### src/rtl/arch_defs_pkg.sv
// Shared architecture constants and types for the CPU/ROM boundary.
package arch_defs_pkg;

  localparam int DATA_WIDTH     = 8;
  localparam int ROM_ADDR_WIDTH = 12;

  typedef enum logic [1:0] {
    OWNER_NONE  = 2'd0,
    OWNER_FETCH = 2'd1,
    OWNER_DATA  = 2'd2
  } rom_owner_e;

endpackage

### src/rtl/rom_arb_starve_counter.sv
// Saturating count of consecutive cycles fetch was refused; at_limit once LIMIT is reached.
module rom_arb_starve_counter #(
  parameter int LIMIT = 4
) (
  input  logic clk,
  input  logic reset,
  input  logic inc,
  input  logic clr,
  output logic at_limit
);

  localparam int              CW  = (LIMIT < 1) ? 1 : $clog2(LIMIT + 1);
  localparam logic [CW-1:0]   LIM = LIMIT[CW-1:0];

  logic [CW-1:0] cnt_q;

  always_ff @(posedge clk) begin
    if (reset) begin
      cnt_q <= '0;
    end else if (clr) begin
      cnt_q <= '0;
    end else if (inc && (cnt_q != LIM)) begin
      cnt_q <= cnt_q + 1'b1;
    end
  end

  assign at_limit = (cnt_q == LIM);

endmodule

### src/rtl/rom_access_arbiter.sv
// Arbitrates fetch/data onto a 1-cycle-latency ROM: grant and address same cycle, data one cycle later.
// Optional grant/starvation statistics outputs when ROM_ARB_STATS_EN is defined.
module rom_access_arbiter
  import arch_defs_pkg::*;
#(
  parameter int STARVE_LIMIT   = 4,
  parameter int ROM_ADDR_WIDTH = arch_defs_pkg::ROM_ADDR_WIDTH
) (
  input  logic                      clk,
  input  logic                      reset,
  input  logic                      fetch_req,
  input  logic [ROM_ADDR_WIDTH-1:0] fetch_addr,
  input  logic                      fetch_flush,
  output logic                      fetch_gnt,
  output logic                      fetch_rvalid,
  output logic [DATA_WIDTH-1:0]     fetch_rdata,
  input  logic                      data_req,
  input  logic [ROM_ADDR_WIDTH-1:0] data_addr,
  output logic                      data_gnt,
  output logic                      data_rvalid,
  output logic [DATA_WIDTH-1:0]     data_rdata,
  output logic [ROM_ADDR_WIDTH-1:0] rom_addr,
  input  logic [DATA_WIDTH-1:0]     rom_data
`ifdef ROM_ARB_STATS_EN
  ,
  output logic [15:0]               fetch_grant_count,
  output logic [15:0]               data_grant_count,
  output logic [15:0]               starve_events
`endif
);

  logic                      at_limit;
  logic                      starve_win;
  logic                      fetch_wait;
  logic [ROM_ADDR_WIDTH-1:0] addr_q;
  rom_owner_e                owner_q;
  rom_owner_e                owner_d;
  logic                      kill_q;

  rom_arb_starve_counter #(
    .LIMIT (STARVE_LIMIT)
  ) u_starve (
    .clk      (clk),
    .reset    (reset),
    .inc      (fetch_wait),
    .clr      (!fetch_wait),
    .at_limit (at_limit)
  );

  assign fetch_wait = fetch_req && !fetch_gnt;

  always_comb begin
    starve_win = (STARVE_LIMIT != 0) && at_limit && fetch_req;
    data_gnt   = 1'b0;
    fetch_gnt  = 1'b0;
    if (!reset) begin
      data_gnt  = data_req && !starve_win;
      fetch_gnt = fetch_req && !data_gnt;
    end

    // Idle cycles replay the last address so the ROM input never toggles.
    rom_addr = addr_q;
    owner_d  = OWNER_NONE;
    if (fetch_gnt) begin
      rom_addr = fetch_addr;
      owner_d  = OWNER_FETCH;
    end else if (data_gnt) begin
      rom_addr = data_addr;
      owner_d  = OWNER_DATA;
    end
  end

  always_ff @(posedge clk) begin
    if (reset) begin
      addr_q  <= '0;
      owner_q <= OWNER_NONE;
      kill_q  <= 1'b0;
    end else begin
      addr_q  <= rom_addr;
      owner_q <= owner_d;
      kill_q  <= fetch_gnt && fetch_flush;
    end
  end

  // A fetch is dropped if flushed at grant time (kill_q) or while its data returns.
  assign fetch_rvalid = !reset && (owner_q == OWNER_FETCH) && !kill_q && !fetch_flush;
  assign data_rvalid  = !reset && (owner_q == OWNER_DATA);
  assign fetch_rdata  = fetch_rvalid ? rom_data : '0;
  assign data_rdata   = data_rvalid  ? rom_data : '0;

`ifdef ROM_ARB_STATS_EN
  always_ff @(posedge clk) begin
    if (reset) begin
      fetch_grant_count <= '0;
      data_grant_count  <= '0;
      starve_events     <= '0;
    end else begin
      if (fetch_gnt) fetch_grant_count <= fetch_grant_count + 16'd1;
      if (data_gnt)  data_grant_count  <= data_grant_count + 16'd1;
      if (fetch_gnt && data_req) starve_events <= starve_events + 16'd1;
    end
  end
`endif

endmodule

### config.mk
export PLATFORM = sky130hd
export DESIGN_NAME = rom_access_arbiter
export DESIGN_NICKNAME = d
export VERILOG_FILES = /design/src/rtl/arch_defs_pkg.sv /design/src/rtl/rom_arb_starve_counter.sv /design/src/rtl/rom_access_arbiter.sv
export SDC_FILE = /design/constraint.sdc
export NUM_CORES = 1
export LEC_CHECK = 0
export CELL_PAD_IN_SITES_DETAIL_PLACEMENT = 1
export CELL_PAD_IN_SITES_GLOBAL_PLACEMENT = 1
export CORE_MARGIN = 2
export CORE_UTILIZATION = 26
export CTS_BUF_LIST = sky130_fd_sc_hd__clkbuf_8
export DETAILED_ROUTE_END_ITERATION = 12
export PLACE_DENSITY_LB_ADDON = 0.1
export SLEW_MARGIN = 20
export SYNTH_ARGS = -nofsm -noshare
export SYNTH_HDL_FRONTEND = slang
export SYNTH_SLANG_ARGS = --single-unit
### constraint.sdc
create_clock -name clk -period 3.73 [get_ports clk]
set_input_delay 0.746 -clock clk [delete_from_list [all_inputs] [get_ports clk]]
set_output_delay 0.746 -clock clk [all_outputs]
set_load 0.02 [all_outputs]
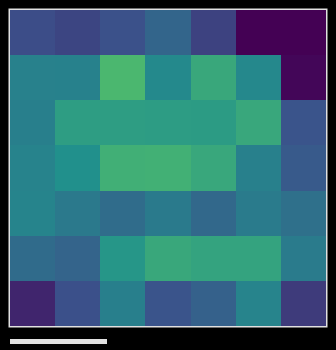
cell_density.png
Bar = 20 µm. The die is cut into 7 by 7 equal tiles; dark purple is low, yellow is high, 0 to 100% covered.
- emptiest ninth of the die: north-east
- densest ninth of the die: center
- mean over tiles: 40%
- nearly empty tiles: 6.1%
post-layout util: 48.3%
Core Util at FP: 27.0%
core area: 0.00363 mm²

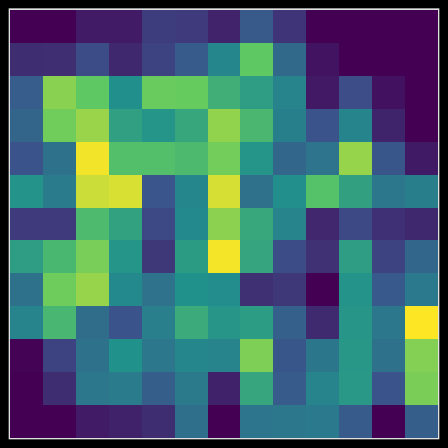
metal_density.png
The die is cut into 13 by 13 equal tiles; dark purple is low, yellow is high, scaled to the fullest tile. Values are wire area over tile area, all layers added.
- densest ninth of the die: west
- tiles over half the peak: 33%
- nearly empty tiles: 11%
- fullest tile: 0.32
- mean over tiles: 0.13
vias post-DR: 1122
routed len/inst: 15.1 µm
drt total wl: 3.48 mm
gr usage total: 16.6%

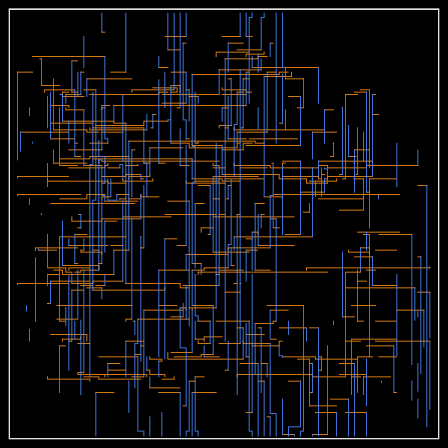
wires.png
Two of the layers only.
- blue: metal 2 (wire length 1960 µm)
- orange: metal 1 (wire length 1350 µm)

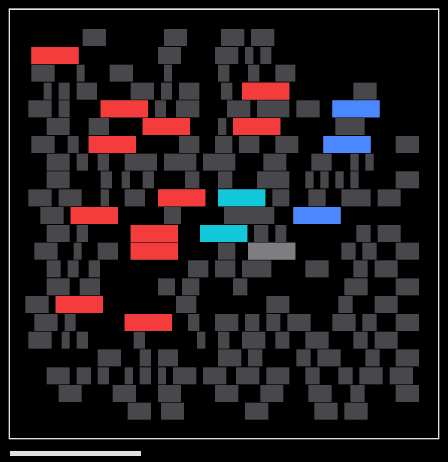
flops_by_reg.png
Bar = 20 µm.
- red: addr_q (sequential cells 12)
- blue: u_starve.cnt_q (sequential cells 3)
- cyan: owner_q (sequential cells 2)
- not colored: 1
Seq area share: 20.5%
Seq. pwr: 0.000205 W
FF/Latch Area: 360 µm²

-- kinds of logic after synthesis --
kind of cell	synth area share (%)
AND/OR/NAND/NOR	34.2
buffers and inverters	6.89
adder cells (fa/ha/maj)	2.55
multiplexers	1.02
AND-OR/OR-AND	18.6
flip-flops	36.7
-- cell usage after synthesis --
cell and n:
a21oi_1 12, buf_6 3, buf_2 3, buf_4 1, ha_1 2, and4_1 1
nor3b_1 1, a21bo_2 1, nor2_1 2, mux2i_1 1, nor2b_2 1, nand2_1 14
nand3_1 13, a32oi_1 12, nor3b_2 1, and3_1 1, inv_1 2, dfxtp_1 18
nand2b_1 1, nor2b_4 1, o21bai_1 1, nor4_4 1, and2_1 20, clkbuf_1 1
-- state kept, by name (all words and copies together), names as in the netlist --
register / cells
kill_q: 1
addr_q: 12
u_starve.cnt_q: 3
owner_q: 2
==> changes_impl.md <==
### Physical design

* Crit start category: primary input
* Maximum VDD drop at 0.239 mV
* Synth area leader: dfxtp_1
* Die Ht at 65.4 µm
* P_int at 0.000374 W
* R2R cell count at 5
* Die X at 65.4 µm
* Drt drc at 0
* TritonCTS buffer count at 3
* Critical path depth at 6
* Seq cells at 18
* DP Cell Count at 227
* Top Layer Used: met3
* Slew Viols, Final at 0
* Clock group at 0.000160 W
* Insertion Delay late pin at 0.25 ns
* Pre-CTS WS at 0.178 ns
* Pwr Total at 0.000508 W
* First-pass GRT wire length at 5.53 mm
* Comb area at 553 µm²
* CP Class: primary input to primary output
* Met3 WL at 171 µm
* Req. time, crit path at 2.98 ns
* Max_cap viols at 0
* Ant diodes at 0
* Hold-fix buffers, CTS at 0
* Detailed-routed wire length on met2 at 1.96 mm
* Post-layout nets at 223
* Comb power at 0.000143 W
* Sink Count at 18
* Clkbuf count at 4
* Synth Cell Area at 981 µm²
* Critical path's top delay family: buffers and inverters
* Vias in the first global route at 1181
* Crit Path Max Fanout at 9
* DR iter-0 viols at 24
* CP startpoint: reset
* Gate Count Post-Synth at 114
* YS chip area at 981 µm²
* IO Count at 69
* CTS tree: done
* First-pass DRT Iterations at 4
* PostCTS Resize Cnt at 0
* RR Endpoint: addr_q[7]$_SDFF_PP0_
* Final worst-path cycle share at 94.8%
* Most frequent cells in the layout: clkdlybuf4s50_1, and2_1, dfxtp_1
* Setup crit end: rom_addr[7]
* Grt ovf at 0
* Yosys warning tally at 0
* Unique cell type count in the Yosys netlist at 24
* Fmax at 283 MHz
* CTS Root Cell: clkbuf_8
* PD cells at 289 mW/mm²
* Rows at 22
* Ys cells at 114
* Syn nets at 153
* Biggest Area Class: buffers
* RR Startpoint: u_starve.cnt_q[0]$_SDFFE_PP0P_
* #FFs+latches synth at 18
* Status: finished clean
* Fin area at 0.00175 mm²
* M2 GR Usage at 32.1%
* Flop pwr share at 40.4%
* Most Used Layer, Global Route: met2
* OpenROAD warnings at 27
* Ratio of cells with drive above 1 in the final layout at 7.65%
* Final WS setup at 0.193 ns
* Hold Crit Endpoint: u_starve.cnt_q[0]$_SDFFE_PP0P_
* Global-route met1 utilization at 18.8%
* Post-DRT Antenna Nets at 0
* Hold Crit Start: u_starve.cnt_q[0]$_SDFFE_PP0P_
* Max incr delay on CP at 0.75 ns
* Cell mode on critical path: clkdlybuf4s50_1
* Synth Seq Share at 36.7%
* P&R area growth vs syn at 78.8%
* Top power group: registers
* Setup_tns at 0 ns
* Fin cells at 231
* Max-area cell share at 36.7%
* Clk slew on worst S/H paths at 0.07 ns
* Leakage at 0.683 nW
* Clk buf depth at 2
* Sw frac at 26.4%
* CP Capture Type: primary output
* Via density at 4.86
* Final HPWL DP at 2.75 mm
* Fin crit period at 3.54 ns
* Non-clock buffer share at 40.9%
* Non-clock buffers at 73
* Post-CTS setup buffers at 0
* Crit-path slowest cell: clkdlybuf4s50_1
* Switching pwr at 0.000134 W
* Slew headroom at 69.1%
* Crit path buf inv count at 3
* Met3 Usage GRT at 3.60%
* Chip area at 0.00428 mm²
* Clock buf/inv share at 3.14%
* Synth top area cells: dfxtp_1, and2_1, a32oi_1, nand3_1, a21oi_1
* Flop2flop setup slack at 2.21 ns
* Worst-Margin Slew at 0.462 ns
* Final Hold Fails at 0
* M1 WL at 1.35 mm
* PortBufs at 68
* Multi-input gates at 86
* Placement Cell Area at 0.00170 mm²
* Initial antenna violation count at 0
* Logic pwr share at 28.1%
* Inverters at 2
* CP cell instances: clkdlybuf4s50_1, o21bai_1, buf_4, a32oi_1, nand2_1, clkdlybuf4s50_1
* Post-Syn Area per Cell at 8.60 µm²
* GP Congestion at 0.716
* Hold Path Class: flip-flop to flip-flop
* H-tree levels at 1
* Top cell excl fill/tap: clkdlybuf4s50_1
* Hold Path Depth at 1
* Clk_skew at 0.000829 ns
* Filler instances at 449
* Clock power share at 31.5%
* # setup viols final at 0
* WHS at 0.459 ns
* Largest net degree at the start of global routing at 16
Power figures rest on the tool's default switching activity, not on a simulated workload.
